### Placed standard cells, run 1

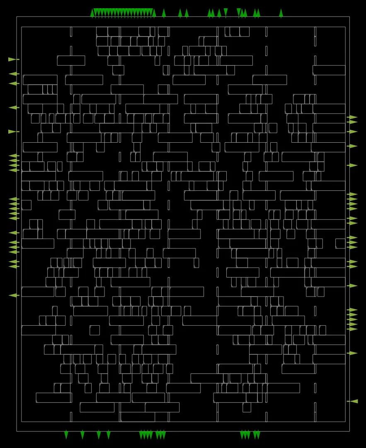
### Routed clock nets over the placement, run 1

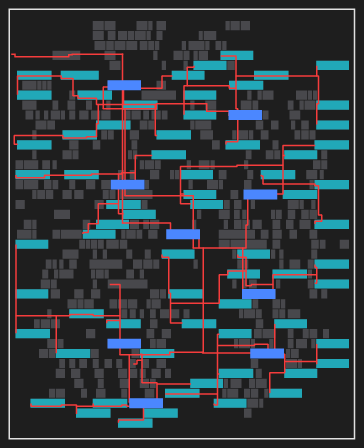
### Sequential cells grouped by signal name, run 1

Bar = 20 um.
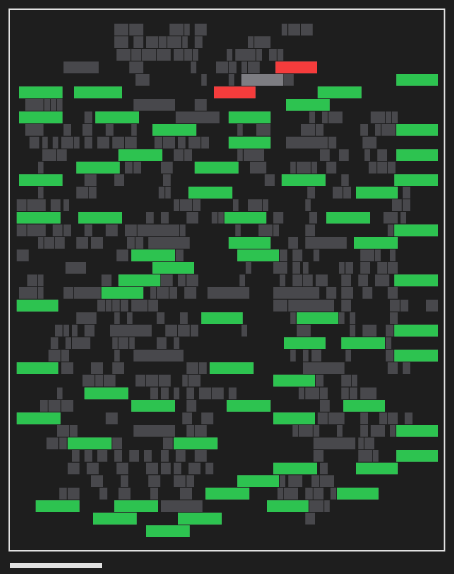
### Signal metal coverage by tile, run 1

19 x 23 tiles, from dark blue (low) to red (high), scaled to the fullest tile. Values are wire area over tile area, all layers added.
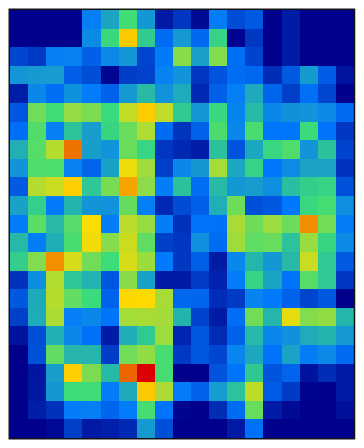
==> src/rtl/hazard_control_unit_pkg.sv <==
// ----------------------------------------------------------------------------
// hazard_control_unit_pkg
//   Shared pipeline definitions for the hazard controller:
//     hcu_state_e       - controller state (RUN, LOAD_STALL)
//     REG_ZERO          - architectural x0, never a real producer
//     CNT_W_DEFAULT     - default performance counter width
//     load_use_hazard() - load-use dependence test between EX and ID
// ----------------------------------------------------------------------------
package hazard_control_unit_pkg;

  typedef enum logic {
    RUN        = 1'b0,
    LOAD_STALL = 1'b1
  } hcu_state_e;

  localparam logic [4:0]  REG_ZERO      = 5'd0;
  localparam int unsigned CNT_W_DEFAULT = 32;

  // A load in EX whose destination is read by the instruction in ID.
  // Writes to x0 are discarded by the register file, so they never stall.
  function automatic logic load_use_hazard(
    input logic [4:0] rs1,
    input logic [4:0] rs2,
    input logic [4:0] rd,
    input logic       rs1_used,
    input logic       rs2_used,
    input logic       is_load
  );
    return is_load && (rd != REG_ZERO) &&
           ((rs1_used && (rs1 == rd)) || (rs2_used && (rs2 == rd)));
  endfunction

endpackage

==> src/rtl/hazard_control_unit_sat_counter.sv <==
// ----------------------------------------------------------------------------
// sat_counter
//   Width-parameterized event counter that sticks at all-ones.
//   Ports:
//     i_clk      - clock, rising edge
//     i_reset_n  - asynchronous active-low reset (count -> 0)
//     i_inc      - count one event this cycle
//     i_clear    - synchronous clear, wins over i_inc
//     o_count    - current count
// ----------------------------------------------------------------------------
module sat_counter #(
  parameter int unsigned W = 32
) (
  input  logic         i_clk,
  input  logic         i_reset_n,
  input  logic         i_inc,
  input  logic         i_clear,
  output logic [W-1:0] o_count
);

  logic [W-1:0] r_count;

  always_ff @(posedge i_clk or negedge i_reset_n) begin
    if (!i_reset_n) begin
      r_count <= '0;
    end else if (i_clear) begin
      r_count <= '0;
    end else if (i_inc && (r_count != {W{1'b1}})) begin
      r_count <= r_count + W'(1);
    end
  end

  assign o_count = r_count;

endmodule

==> src/rtl/hazard_control_unit.sv <==
// ----------------------------------------------------------------------------
// hazard_control_unit
//   Stall/flush controller for the 5-stage RV32 pipeline. Detects load-use
//   dependences in ID and inserts LOAD_BUBBLES bubbles, squashes wrong-path
//   instructions on a taken branch, and freezes the pipeline while data
//   memory is busy. Priority: freeze > flush > load stall.
//   Parameters:
//     LOAD_BUBBLES - bubbles per load-use hazard (legal 1..3)
//     CNT_W        - performance counter width
//   Ports:
//     i_clk, i_reset_n             - clock, async active-low reset
//     i_rs1_ID, i_rs2_ID           - ID source registers
//     i_rs1_used_ID, i_rs2_used_ID - ID instruction really reads that source
//     i_rd_EX, i_load_EX           - EX destination / EX is a load
//     i_branch_taken_EX            - taken branch/jump resolved in EX
//     i_dmem_busy                  - MEM access cannot complete this cycle
//     i_perf_clear                 - synchronous clear of both counters
//     o_stall_PC, o_stall_IF_ID, o_stall_ID_EX - register hold enables
//     o_bubble_ID_EX               - load a NOP into ID/EX
//     o_flush_IF_ID, o_flush_ID_EX - clear to NOP
//     o_freeze_MEM                 - hold EX/MEM and MEM/WB
//     o_stall_cycles               - cycles with o_stall_PC high (saturating)
//     o_flush_events               - taken-branch flushes (saturating)
// ----------------------------------------------------------------------------
module hazard_control_unit
  import hazard_control_unit_pkg::*;
#(
  parameter int unsigned LOAD_BUBBLES = 1,
  parameter int unsigned CNT_W        = CNT_W_DEFAULT
) (
  input  logic             i_clk,
  input  logic             i_reset_n,
  input  logic [4:0]       i_rs1_ID,
  input  logic [4:0]       i_rs2_ID,
  input  logic             i_rs1_used_ID,
  input  logic             i_rs2_used_ID,
  input  logic [4:0]       i_rd_EX,
  input  logic             i_load_EX,
  input  logic             i_branch_taken_EX,
  input  logic             i_dmem_busy,
  input  logic             i_perf_clear,
  output logic             o_stall_PC,
  output logic             o_stall_IF_ID,
  output logic             o_stall_ID_EX,
  output logic             o_bubble_ID_EX,
  output logic             o_flush_IF_ID,
  output logic             o_flush_ID_EX,
  output logic             o_freeze_MEM,
  output logic [CNT_W-1:0] o_stall_cycles,
  output logic [CNT_W-1:0] o_flush_events
);

  // The first bubble is issued from RUN; LOAD_STALL covers the rest.
  localparam logic [1:0] BUBBLE_RELOAD = 2'(LOAD_BUBBLES - 1);

  hcu_state_e r_state;
  hcu_state_e w_state_next;
  logic [1:0] r_bcnt;
  logic [1:0] w_bcnt_next;
  logic       w_hazard;

  assign w_hazard = load_use_hazard(i_rs1_ID, i_rs2_ID, i_rd_EX,
                                    i_rs1_used_ID, i_rs2_used_ID, i_load_EX);

  always_ff @(posedge i_clk or negedge i_reset_n) begin
    if (!i_reset_n) begin
      r_state <= RUN;
      r_bcnt  <= 2'd0;
    end else begin
      r_state <= w_state_next;
      r_bcnt  <= w_bcnt_next;
    end
  end

  always_comb begin
    w_state_next   = r_state;
    w_bcnt_next    = r_bcnt;
    o_stall_PC     = 1'b0;
    o_stall_IF_ID  = 1'b0;
    o_stall_ID_EX  = 1'b0;
    o_bubble_ID_EX = 1'b0;
    o_flush_IF_ID  = 1'b0;
    o_flush_ID_EX  = 1'b0;
    o_freeze_MEM   = 1'b0;

    if (i_dmem_busy) begin
      // Whole pipeline holds; state and bubble count are left untouched so
      // a pending load stall resumes exactly where it was.
      o_stall_PC    = 1'b1;
      o_stall_IF_ID = 1'b1;
      o_stall_ID_EX = 1'b1;
      o_freeze_MEM  = 1'b1;
    end else if (i_branch_taken_EX) begin
      // The ID instruction is wrong-path, so any stall it caused is moot.
      o_flush_IF_ID = 1'b1;
      o_flush_ID_EX = 1'b1;
      w_state_next  = RUN;
      w_bcnt_next   = 2'd0;
    end else if (r_state == LOAD_STALL) begin
      // EX already holds a bubble here, so the hazard input is not consulted.
      o_stall_PC     = 1'b1;
      o_stall_IF_ID  = 1'b1;
      o_bubble_ID_EX = 1'b1;
      w_bcnt_next    = r_bcnt - 2'd1;
      if (r_bcnt == 2'd1) begin
        w_state_next = RUN;
      end
    end else if (w_hazard) begin
      o_stall_PC     = 1'b1;
      o_stall_IF_ID  = 1'b1;
      o_bubble_ID_EX = 1'b1;
      if (LOAD_BUBBLES > 1) begin
        w_state_next = LOAD_STALL;
        w_bcnt_next  = BUBBLE_RELOAD;
      end
    end
  end

  // Performance counters: [0] stall cycles, [1] flush events.
  logic [1:0]       w_cnt_inc;
  logic [CNT_W-1:0] w_cnt_val [2];

  assign w_cnt_inc[0] = o_stall_PC;
  assign w_cnt_inc[1] = o_flush_IF_ID;

  generate
    for (genvar gi = 0; gi < 2; gi++) begin : g_perf
      sat_counter #(
        .W (CNT_W)
      ) u_cnt (
        .i_clk     (i_clk),
        .i_reset_n (i_reset_n),
        .i_inc     (w_cnt_inc[gi]),
        .i_clear   (i_perf_clear),
        .o_count   (w_cnt_val[gi])
      );
    end
  endgenerate

  assign o_stall_cycles = w_cnt_val[0];
  assign o_flush_events = w_cnt_val[1];

endmodule

==> config.mk <==
export PLATFORM = sky130hd
export DESIGN_NAME = hazard_control_unit
export DESIGN_NICKNAME = d
export VERILOG_FILES = /design/src/rtl/hazard_control_unit_pkg.sv /design/src/rtl/hazard_control_unit_sat_counter.sv /design/src/rtl/hazard_control_unit.sv
export SDC_FILE = /design/constraint.sdc
export NUM_CORES = 1
export LEC_CHECK = 0
export CAP_MARGIN = 20
export CORE_ASPECT_RATIO = 1.25
export CORE_MARGIN = 1
export CORE_UTILIZATION = 36
export CTS_CLUSTER_SIZE = 20
export DETAILED_ROUTE_END_ITERATION = 8
export DONT_BUFFER_PORTS = 1
export GPL_TIMING_DRIVEN = 0
export PLACE_DENSITY = 0.48
export SYNTH_ARGS = -nofsm -noshare
export SYNTH_HDL_FRONTEND = slang
export SYNTH_SLANG_ARGS = --single-unit
==> constraint.sdc <==
create_clock -name i_clk -period 2.75 [get_ports i_clk]
set_input_delay 0.275 -clock i_clk [delete_from_list [all_inputs] [get_ports i_clk]]
set_output_delay 0.275 -clock i_clk [all_outputs]
set_load 0.05 [all_outputs]
==> impl_table.tex, run 1 <==
% Yosys + OpenROAD metrics
\begin{tabular}{lr}
\hline
Metric & Value \\
\hline
\multicolumn{2}{l}{\textbf{Status}} \\
\quad Run status & completed \\
\multicolumn{2}{l}{\textbf{Finish}} \\
\quad Non-clk invs & 10 \\
\quad Comb gate area & 0.00206 mm2 \\
\quad Number of inserted filler cells in the final layout & 1013 \\
\quad Multi-input combinational gate total & 319 \\
\quad Proportion of cell area occupied by multi-input gates & 0.462 \\
\quad Area added between synthesis and finish & 16.7\% \\
\quad Nets & 464 \\
\multicolumn{2}{l}{\textbf{Job}} \\
\quad Count of maximum capacitance violations & 0 \\
\quad Log Warnings & 26 \\
\multicolumn{2}{l}{\textbf{Route}} \\
\quad Drt first-iter violations & 82 \\
\quad Post-detailed-route count of antenna-violating nets & 0 \\
\quad Total DRC errors in the routed layout & 0 \\
\multicolumn{2}{l}{\textbf{Clock network}} \\
\quad H-tree level count & 3 \\
\quad Buffer levels on the longest clock path & 2 \\
\quad Number of sinks on the clock net & 67 \\
\quad TritonCTS clock tree & done \\
\multicolumn{2}{l}{\textbf{Worst setup path}} \\
\quad Category of the most critical setup path & reg2reg \\
\quad Data required, critical path & 3.00 ns \\
\quad Delay of the slowest cell on the worst path & 0.57 ns \\
\quad Critical Path End & g\_perf[0].u\_cnt.o\_count[24] \\
\quad Cell family contributing the most delay on the critical path & simple AND/OR/NAND/NOR gates \\
\multicolumn{2}{l}{\textbf{Global route}} \\
\quad Via count of the first global-routing pass & 3121 \\
\multicolumn{2}{l}{\textbf{Yosys}} \\
\quad FA/HA/MAJ Cells, Area Fraction & 0.00983 \\
\quad Flop and latch count out of synthesis & 67 \\
\quad Main logic family after synthesis & simple AND/OR/NAND/NOR gates \\
\quad Number of flops mapped to enable cells by yosys & 0 \\
\quad Yosys synthesis warning count & 0 \\
\quad Top cells by instance count after synthesis & dfrtp\_1, nor2\_1, a21oi\_1, nand3\_1, or4\_1 \\
\quad Cell types with the largest area share after synthesis & dfrtp\_1, or4\_1, o31ai\_1 \\
\multicolumn{2}{l}{\textbf{Hold path}} \\
\quad Destination of the worst hold path & r\_bcnt[1] \\
\quad Cell depth of the worst min-delay path & 1 \\
\quad Hold crit path type & in2reg \\
\multicolumn{2}{l}{\textbf{Floorplan}} \\
\quad Row cnt & 41 \\
\multicolumn{2}{l}{\textbf{Placed design}} \\
\quad Post-Place Setup Slack & -0.703 ns \\
\quad Count of port buffers added during placement & 0 \\
\multicolumn{2}{l}{\textbf{Pwr}} \\
\quad Pleak & 1.63 nW \\
\hline
\end{tabular}
About 'Placed standard cells':
Floorplan Core Area: 0.0102 mm2
register share of the cell area: 0.388

About 'Routed clock nets over the placement':
Cyan shows flip-flops, count 67. Blue shows clock-net drivers, count 9. Red shows clock wires, length 1080 um.
Position of the flops: spread over the die. There are 10 routed clock nets.
clk ins delay skew pair: 0.33 ns
Clock net power: 1.11 mW

About 'Sequential cells grouped by signal name':
Green shows g_perf.u_cnt.o_count, sequential cells 64, where spread over the die. Red shows r_bcnt, sequential cells 2.
Another 1 sequential cells are not colored.
sequential cell power: 1.01 mW
final core utilization: 0.436
Reg area: 0.00173 mm2

About 'Signal metal coverage by tile':
The fullest tile reaches 0.49. The densest ninth of the die: left middle. The emptiest ninth of the die: top right. 11% of the tiles are nearly empty. The mean over all tiles is 0.15. 22% of the tiles are over half the peak.
DRT Wirelength: 10300 um
all-layer global routing usage: 0.198
WL/cell: 18.1 um
via count: 3293

## run 1: cells by family after synthesis
kind of cell | after synthesis
buffers and inverters | 37
multiplexers | 7
adder cells (fa/ha/maj) | 3
AND/OR/NAND/NOR | 196
flip-flops | 67
AND-OR/OR-AND | 80
XOR/XNOR | 33
## run 1: layout by cell type, fill, tap and decap left out, types with 11 or more instances in the layout
master,Yosys,final
nor2_1,40,40
dfrtp_2,0,37
a21oi_1,35,35
nand3_1,30,30
dfrtp_1,67,29
or4_1,25,25
nand2_1,24,24
o31ai_1,24,24
nand4_1,21,21
xor2_1,19,19
clkbuf_1,17,17
xnor2_1,14,14
o21ai_0,14,14
and3_1,13,13
or3_1,12,12
buf_4,4,11
## run 1: registers in the layout (all words and copies together), names as in the netlist
name,count
g_perf.u_cnt.o_count,64
r_state,1
r_bcnt,2
## run 1: power by group through the flow
stage               registers (mW)  clock network [mW]  logic [mW]
detailed placement            1.03                   0       0.104
global placement              1.03                   0       0.103
finish                        1.01                1.11       0.133
global route                  1.01                1.20       0.150
CTS                           1.01                1.14       0.135
floorplan                     1.03                   0      0.0815
## run 1: timing repair
| item | in CTS | in global routing |
|---|---|---|
| hold buffers | 2 | 0 |
| pin swaps | 1 | 1 |
| buffers inserted | 1 | 0 |
| endpoints found under the hold margin | 67 | 0 |
| gates cloned | 0 | 0 |
| resized | 34 | 28 |
| setup endpoints to repair | 43 | 45 |
## run 1: metal layers
layer / track usage / share of wire / wire [um]
met1: 0.227 / 0.41 / 4210
met2: 0.340 / 0.51 / 5220
met3: 0.0795 / 0.075 / 773
met4: 0.0585 / 0.010 / 108
met5: 0 / 0 / 0
==> inputs of run 2 (changes only) <==
--- a/config.mk
+++ b/config.mk
@@ -5,7 +5,6 @@
 export SDC_FILE = /design/constraint.sdc
 export NUM_CORES = 1
 export LEC_CHECK = 0
-export CAP_MARGIN = 20
 export CORE_ASPECT_RATIO = 1.25
 export CORE_MARGIN = 1
 export CORE_UTILIZATION = 36
==> impl_table.tex, run 2 <==
% Yosys + OpenROAD metrics
\begin{tabular}{lr}
\hline
Metric & Value \\
\hline
\multicolumn{2}{l}{\textbf{Worst setup path}} \\
\quad Category of the most critical setup path & reg2reg \\
\quad Startpoint types & flip-flop \\
\quad Delay of the slowest cell on the worst path & 0.71 ns (+0.14 ns) \\
\quad Buffering stage count on the worst path with inverters included & 1 \\
\quad Critical Path Slowest Stage Cell & dfrtp\_1 \\
\quad Arrival @ worst endpoint & 2.91 ns \\
\quad Cell family contributing the most delay on the critical path & simple AND/OR/NAND/NOR gates \\
\quad Data required, critical path & 3.00 ns (about the same) \\
\multicolumn{2}{l}{\textbf{Finish}} \\
\quad Layout cells sized above 1 & 0.200 \\
\quad Most common cell after layout, fill and taps aside & nor2\_1 \\
\quad Area added between synthesis and finish & 19.7\% \\
\quad Final core utilization & 0.448 (+0.0114) \\
\quad Nets & 466 (+0.43\%) \\
\quad Number of flip-flops under the largest register name & 64 (unchanged) \\
\quad Antenna diode count & 0 \\
\quad Comb gate area & 0.00208 mm2 (+1.3\%) \\
\quad Non-Filler Instances & 574 \\
\quad Number of inserted filler cells in the final layout & 998 (-1.5\%) \\
\quad Commonest cells after routing, fill and taps aside & nor2\_1, a21oi\_1, dfrtp\_2 \\
\multicolumn{2}{l}{\textbf{Global route}} \\
\quad Largest net degree at the start of global routing & 68 \\
\quad Number of antenna violations at the first check in global routing & 0 \\
\quad GR Layer Usage met3 & 0.0685 (-0.0110) \\
\quad All-layer global routing usage & 0.199 (+0.000798) \\
\quad Met1 Use GR & 0.228 (+0.00118) \\
\quad Met2 capacity usage during global routing & 0.340 (unchanged) \\
\quad Via count of the first global-routing pass & 3128 (+0.22\%) \\
\quad Most heavily used metal layer in global routing & met2 \\
\multicolumn{2}{l}{\textbf{Timing}} \\
\quad Worst Tran Pin Value & 0.834 ns \\
\quad Fraction of the cycle the final worst path needs & 0.968 \\
\quad Count of final setup violators & 0 \\
\quad Final hold violations & 0 \\
\quad Worst hold-check slack & 0.0351 ns \\
\quad Relative slew slack & 0.441 \\
\multicolumn{2}{l}{\textbf{Route}} \\
\quad Routed via count divided by cell count & 5.77 \\
\quad Post-detailed-route count of antenna-violating nets & 0 (unchanged) \\
\quad Via count & 3313 (+0.61\%) \\
\quad WL/cell & 18.2 um (+0.53\%) \\
\quad Total DRC errors in the routed layout & 0 (unchanged) \\
\quad DRT Wirelength & 10400 um (+1.1\%) \\
\quad Drt first-iter violations & 118 (+44\%) \\
\multicolumn{2}{l}{\textbf{Job}} \\
\quad Log Warnings & 26 (unchanged) \\
\quad Count of maximum capacitance violations & 0 (unchanged) \\
\multicolumn{2}{l}{\textbf{Yosys}} \\
\quad Main logic family after synthesis & simple AND/OR/NAND/NOR gates \\
\quad Share of synthesized cell area in and, or, nand and nor gates & 0.282 \\
\quad Cell types with the largest area share after synthesis & dfrtp\_1, or4\_1, o31ai\_1 \\
\quad Number of flops mapped to enable cells by yosys & 0 (unchanged) \\
\quad Average cell area after synthesis & 9.03 um2 \\
\quad Yosys synthesis warning count & 0 (unchanged) \\
\quad Leading cell type by number of instances after synthesis & dfrtp\_1 \\
\quad Aoi share & 0.131 \\
\quad FA/HA/MAJ Cells, Area Fraction & 0.00983 (unchanged) \\
\quad Top cells by instance count after synthesis & dfrtp\_1, nor2\_1, a21oi\_1, nand3\_1, or4\_1 \\
\quad Xor and xnor fraction of the mapped netlist area & 0.0757 \\
\quad Flop and latch count out of synthesis & 67 (unchanged) \\
\quad Post-Synthesis Net Count & 449 \\
\multicolumn{2}{l}{\textbf{Placed design}} \\
\quad Count of port buffers added during placement & 0 (unchanged) \\
\quad Half-perimeter wire length after placement & 7080 um \\
\quad Cell count after placement & 552 \\
\quad Post-Place Setup Slack & -0.690 ns (+0.0128 ns) \\
\multicolumn{2}{l}{\textbf{Clock network}} \\
\quad Clk ins delay skew pair & 0.33 ns (about the same) \\
\quad Buffer levels on the longest clock path & 2 (unchanged) \\
\quad Number of sinks on the clock net & 67 (unchanged) \\
\quad Worst-path clk slew & 0.06 ns \\
\quad TritonCTS clock tree & done \\
\quad H-tree level count & 3 (unchanged) \\
\quad Cts bufs inserted & 9 \\
\quad Cell at the root of the clock tree & clkbuf\_16 \\
\multicolumn{2}{l}{\textbf{Floorplan}} \\
\quad Row cnt & 41 (unchanged) \\
\quad Floorplan Core Area & 0.0102 mm2 (unchanged) \\
\quad Count of pins on the block boundary & 94 \\
\quad Floorplan die area & 0.0110 mm2 \\
\multicolumn{2}{l}{\textbf{Status}} \\
\quad Run status & completed \\
\multicolumn{2}{l}{\textbf{Hold path}} \\
\quad Hold crit path type & in2reg \\
\multicolumn{2}{l}{\textbf{Pwr}} \\
\quad Pleak & 1.70 nW (+4.6\%) \\
\quad Total power & 2.47 mW \\
\hline
\end{tabular}
==> run 2: cell counts after synthesis <==
No cell type changed its count.
==> run 2: area by class of cell <==
cell class	instances	share of cell area
Multi-Input combinational cell	319	0.456
Sequential cell	67	0.378
Clock buffer	13	0.0613
Tap cell	129	0.0353
Buffer	27	0.0304
Clock inverter	3	0.0148
Timing Repair Buffer	6	0.0148
Inverter	10	0.00903
==> run 2: per-layer routing <==
layer / wire (um) / vias up
li1: - / 1603
met1: 4330 / 1606
met2: 5180 / 90
met3: 708 / 14
met4: 202 / 0
met5: 0 / -
==> run 2: what timing repair did <==
item | 4_1_cts | 5_1_grt
resized | 31 | 36
buffers inserted | 2 | 2
hold buffers | 2 | 0
endpoints found under the setup margin | 44 | 47
endpoints found under the hold margin | 67 | 0
pin swaps | 0 | 1
gates cloned | 0 | 0
==> run 2: cells by family after synthesis <==
family	after synthesis
and+or+nand+nor	196
AOI/OAI and AO/OA	80
DFF	67
buffers and inverters	37
xor gates and xnor gates	33
muxes	7
adders and majority gates	3
==> run 2: path summary, 6_finish.rpt <==
check	startpoint	end	slack [ns]	cells after the start
setup / recovery	g_perf[0].u_cnt.o_count[3]	g_perf[0].u_cnt.o_count[24]	0.09	6
hold / removal	i_branch_taken_EX	r_bcnt[1]	0.04	1
setup reg to reg	g_perf[0].u_cnt.o_count[3]	g_perf[0].u_cnt.o_count[24]	0.09	6
hold reg to reg	r_bcnt[1]	r_bcnt[1]	0.52	2
max in group asynchronous	i_reset_n	g_perf[0].u_cnt.o_count[1]	1.95	2
min in group asynchronous	i_reset_n	g_perf[1].u_cnt.o_count[22]	0.50	2
==> run 2: power breakdown <==
group,internal [mW],switching [mW],leakage (nW)
clock,0.893,0.432,0.168
combinational,0.0380,0.0945,0.661
sequential,0.991,0.0231,0.872
total,1.92,0.550,1.70
### Sequential cells grouped by signal name, run 2

Bar = 20 um.
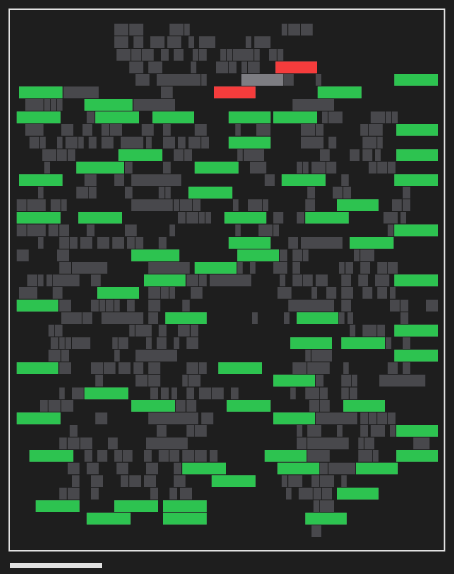
Green shows g_perf.u_cnt.o_count, sequential cells 64, where spread over the die. Red shows r_bcnt, sequential cells 2.
Reg area: 0.00173 mm2
register share of the cell area: 0.378

==> inputs of run 3 (changes only) <==
--- a/config.mk
+++ b/config.mk
@@ -7,12 +7,12 @@
 export LEC_CHECK = 0
 export CORE_ASPECT_RATIO = 1.25
 export CORE_MARGIN = 1
-export CORE_UTILIZATION = 36
+export CORE_UTILIZATION = 60
 export CTS_CLUSTER_SIZE = 20
 export DETAILED_ROUTE_END_ITERATION = 8
 export DONT_BUFFER_PORTS = 1
 export GPL_TIMING_DRIVEN = 0
-export PLACE_DENSITY = 0.48
+export PLACE_DENSITY = 0.74
 export SYNTH_ARGS = -nofsm -noshare
 export SYNTH_HDL_FRONTEND = slang
 export SYNTH_SLANG_ARGS = --single-unit
==> impl_table.tex, run 3 <==
% Yosys + OpenROAD metrics
\begin{tabular}{lr}
\hline
Metric & Value \\
\hline
\multicolumn{2}{l}{\textbf{Status}} \\
\quad Run status & completed \\
\multicolumn{2}{l}{\textbf{Global route}} \\
\quad Number of antenna violations at the first check in global routing & 0 (unchanged) \\
\quad Largest net degree at the start of global routing & 68 (unchanged) \\
\quad Via count of the first global-routing pass & 3373 (+7.8\%) \\
\multicolumn{2}{l}{\textbf{Yosys}} \\
\quad Post-Synthesis Net Count & 449 (unchanged) \\
\quad Xor and xnor fraction of the mapped netlist area & 0.0757 (unchanged) \\
\quad Aoi share & 0.131 (unchanged) \\
\quad Fraction of synthesized cell area taken by the top area cell type & 0.439 \\
\quad Flop and latch count out of synthesis & 67 (unchanged) \\
\quad Number of flops mapped to enable cells by yosys & 0 (unchanged) \\
\quad Main logic family after synthesis & simple AND/OR/NAND/NOR gates \\
\quad Top cells by instance count after synthesis & dfrtp\_1, nor2\_1, a21oi\_1, nand3\_1, or4\_1 \\
\quad Average cell area after synthesis & 9.03 um2 (unchanged) \\
\quad Cell area after synthesis & 0.00382 mm2 \\
\quad Leading cell type by number of instances after synthesis & dfrtp\_1 \\
\quad Yosys synthesis warning count & 0 (unchanged) \\
\quad Cell types with the largest area share after synthesis & dfrtp\_1, or4\_1, o31ai\_1 \\
\quad Share of synthesized cell area in and, or, nand and nor gates & 0.282 (unchanged) \\
\quad FA/HA/MAJ Cells, Area Fraction & 0.00983 (unchanged) \\
\multicolumn{2}{l}{\textbf{Pwr}} \\
\quad Dominant power group & registers \\
\quad Switching power as a share of total power & 0.255 (+0.0327) \\
\quad Relative contribution of combinational cells to total power & 0.067 (+0.013) \\
\quad Power consumed by combinational cells & 131 uW (about the same) \\
\quad Reg power frac & 0.514 (+0.104) \\
\quad Power Internal & 1.47 mW (-24\%) \\
\quad Sequential cell power & 1.01 mW (about the same) \\
\quad Reported net switching power & 502 uW (-8.7\%) \\
\quad Pleak & 1.60 nW (-6.0\%) \\
\quad Clock Power Share & 0.419 (-0.117) \\
\quad Clock net power & 825 uW (-38\%) \\
\multicolumn{2}{l}{\textbf{Finish}} \\
\quad Non-clk invs & 10 (unchanged) \\
\quad Sequential cell count & 67 (unchanged) \\
\quad Most common cell after layout, fill and taps aside & nor2\_1 \\
\quad Area added between synthesis and finish & 12.7\% \\
\quad Number of flip-flops under the largest register name & 64 (unchanged) \\
\quad Proportion of cell area occupied by multi-input gates & 0.474 (+0.0183) \\
\quad Number of inserted filler cells in the final layout & 526 (-47\%) \\
\quad Comb gate area & 0.00204 mm2 (-2.0\%) \\
\quad Number of clock buffers in the layout & 11 (-2) \\
\quad Layout cells sized above 1 & 0.178 (-0.0221) \\
\quad Reg area & 0.00172 mm2 (-0.58\%) \\
\quad Final core utilization & 0.698 (+0.250) \\
\quad Multi-input combinational gate total & 319 (unchanged) \\
\quad Final non-clock buffer share & 0.0468 (+0.00163) \\
\quad Clock buffers and inverters, area share & 0.0450 (-0.0310) \\
\quad Register share of the cell area & 0.400 (+0.0211) \\
\quad Nets & 465 (-0.21\%) \\
\quad Commonest cells after routing, fill and taps aside & nor2\_1, a21oi\_1, dfrtp\_1 \\
\quad Antenna diode count & 0 (unchanged) \\
\quad Total of plain and repair buffers excluding clock buffers & 32 (-3.0\%) \\
\quad Biggest Area Class & multi-input combinational cells \\
\multicolumn{2}{l}{\textbf{Clock network}} \\
\quad Worst-path clk slew & 0.07 ns (about the same) \\
\quad Cell at the root of the clock tree & clkbuf\_8 \\
\quad TritonCTS clock tree & done \\
\quad Clk ins delay skew pair & 0.35 ns (+0.02 ns) \\
\quad Number of sinks on the clock net & 67 (unchanged) \\
\quad Cts bufs inserted & 9 (unchanged) \\
\quad H-tree level count & 3 (unchanged) \\
\quad Buffer levels on the longest clock path & 2 (unchanged) \\
\multicolumn{2}{l}{\textbf{Route}} \\
\quad Total DRC errors in the routed layout & 0 (unchanged) \\
\quad Post-detailed-route count of antenna-violating nets & 0 (unchanged) \\
\quad Routed via count divided by cell count & 6.43 (+11\%) \\
\quad Detailed-routing iteration count for the pre-antenna-repair pass & 5 \\
\quad Drt first-iter violations & 210 (+78\%) \\
\multicolumn{2}{l}{\textbf{Floorplan}} \\
\quad Floorplan die area & 0.00669 mm2 (-39\%) \\
\quad Floorplan Core Area & 0.00617 mm2 (-40\%) \\
\quad Tapcells inserted & 85 (-34\%) \\
\quad Row cnt & 32 (-22\%) \\
\quad Count of pins on the block boundary & 94 (unchanged) \\
\multicolumn{2}{l}{\textbf{Job}} \\
\quad Log Warnings & 26 (unchanged) \\
\quad Count of maximum capacitance violations & 0 (unchanged) \\
\multicolumn{2}{l}{\textbf{Worst setup path}} \\
\quad Arrival @ worst endpoint & 2.93 ns (+0.02 ns) \\
\quad Startpoint types & flip-flop \\
\quad Data required, critical path & 3.02 ns (+0.02 ns) \\
\quad Delay of the slowest cell on the worst path & 0.60 ns (-0.11 ns) \\
\quad Buffering stage count on the worst path with inverters included & 1 (unchanged) \\
\quad Critical Path Slowest Stage Cell & dfrtp\_2 \\
\quad Category of the most critical setup path & reg2reg \\
\quad CP endpoint kind & flip-flop \\
\quad Cell family contributing the most delay on the critical path & simple AND/OR/NAND/NOR gates \\
\quad Most frequent cell on the critical path & or3\_1 \\
\multicolumn{2}{l}{\textbf{Placed design}} \\
\quad Post-Place Setup Slack & -0.613 ns (+0.0770 ns) \\
\quad Half-perimeter wire length after placement & 6370 um (-10\%) \\
\quad Count of port buffers added during placement & 0 (unchanged) \\
\multicolumn{2}{l}{\textbf{Timing}} \\
\quad Final hold violations & 0 (unchanged) \\
\quad Worst Tran Pin Value & 1.42 ns (+0.582 ns) \\
\quad Fraction of the cycle the final worst path needs & 0.967 (about the same) \\
\quad Count of final setup violators & 0 (unchanged) \\
\quad Relative slew slack & 0.0485 (-0.393) \\
\multicolumn{2}{l}{\textbf{Hold path}} \\
\quad Hold crit path type & in2reg \\
\hline
\end{tabular}
run 3: cell types whose count changed in the layout (fill, tap and decap cells not counted), moves of 2 or more:
cell	previous run	this run
clkbuf_16	9	0
nor3_1	3	5
clkbuf_8	4	10
dfrtp_4	3	1
dfrtp_1	30	34
dfrtp_2	34	32
clkinv_2	0	3
buf_4	13	10
run 3: metrics by stage:
stage	instance area [um2]	power [mW]	cells	TNS (ns)	hold slack, ns
after floorplan	3820	1.11	423	0	-0.0206
after global placement	3930	1.13	508	-13.52	-0.0192
after detailed placement	3930	1.13	508	-15.39	-0.0194
after CTS	4220	1.98	527	0	0.00258
after global routing	4310	2.04	529	-0.00793	0.0155
final	4310	1.97	529	0	0.0307
run 3: worst paths after layout:
check | slack [ns] | to | from | cells past startpoint
max | 0.09 | g_perf[0].u_cnt.o_count[24] | g_perf[0].u_cnt.o_count[0] | 7
min | 0.03 | r_bcnt[0] | i_branch_taken_EX | 1
max reg2reg | 0.09 | g_perf[0].u_cnt.o_count[24] | g_perf[0].u_cnt.o_count[0] | 7
min reg2reg | 0.51 | r_bcnt[1] | r_bcnt[1] | 2
max in group asynchronous | 1.99 | g_perf[0].u_cnt.o_count[5] | i_reset_n | 2
min in group asynchronous | 0.47 | g_perf[1].u_cnt.o_count[18] | i_reset_n | 2
run 3: repair_timing:
action	4_1_cts	5_1_grt
pin swaps	0	1
gates resized	30	26
hold endpoints to repair	67	1
hold buffers	2	1
setup buffers	1	1
endpoints found under the setup margin	37	42
run 3: routing by layer:
layer	track usage	wire, um	up-vias
li1	-	-	1601
met1	0.347	3740	1672
met3	0.0777	616	14
met4	0.139	170	0
met5	0	0	-
met2	0.503	4980	115
### Signal metal coverage by tile, run 3

15 x 18 tiles, from dark blue (low) to red (high), scaled to the fullest tile. Values are wire area over tile area, all layers added.
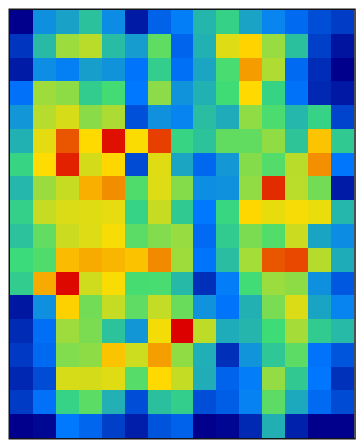
The fullest tile reaches 0.50. The densest ninth of the die: left middle. The mean over all tiles is 0.23. 45% of the tiles are over half the peak. 3.0% of the tiles are nearly empty.
WL/cell: 18.0 um
DRT Wirelength: 9520 um
via count: 3402
all-layer global routing usage: 0.298

Power and IR drop assume default switching activity.
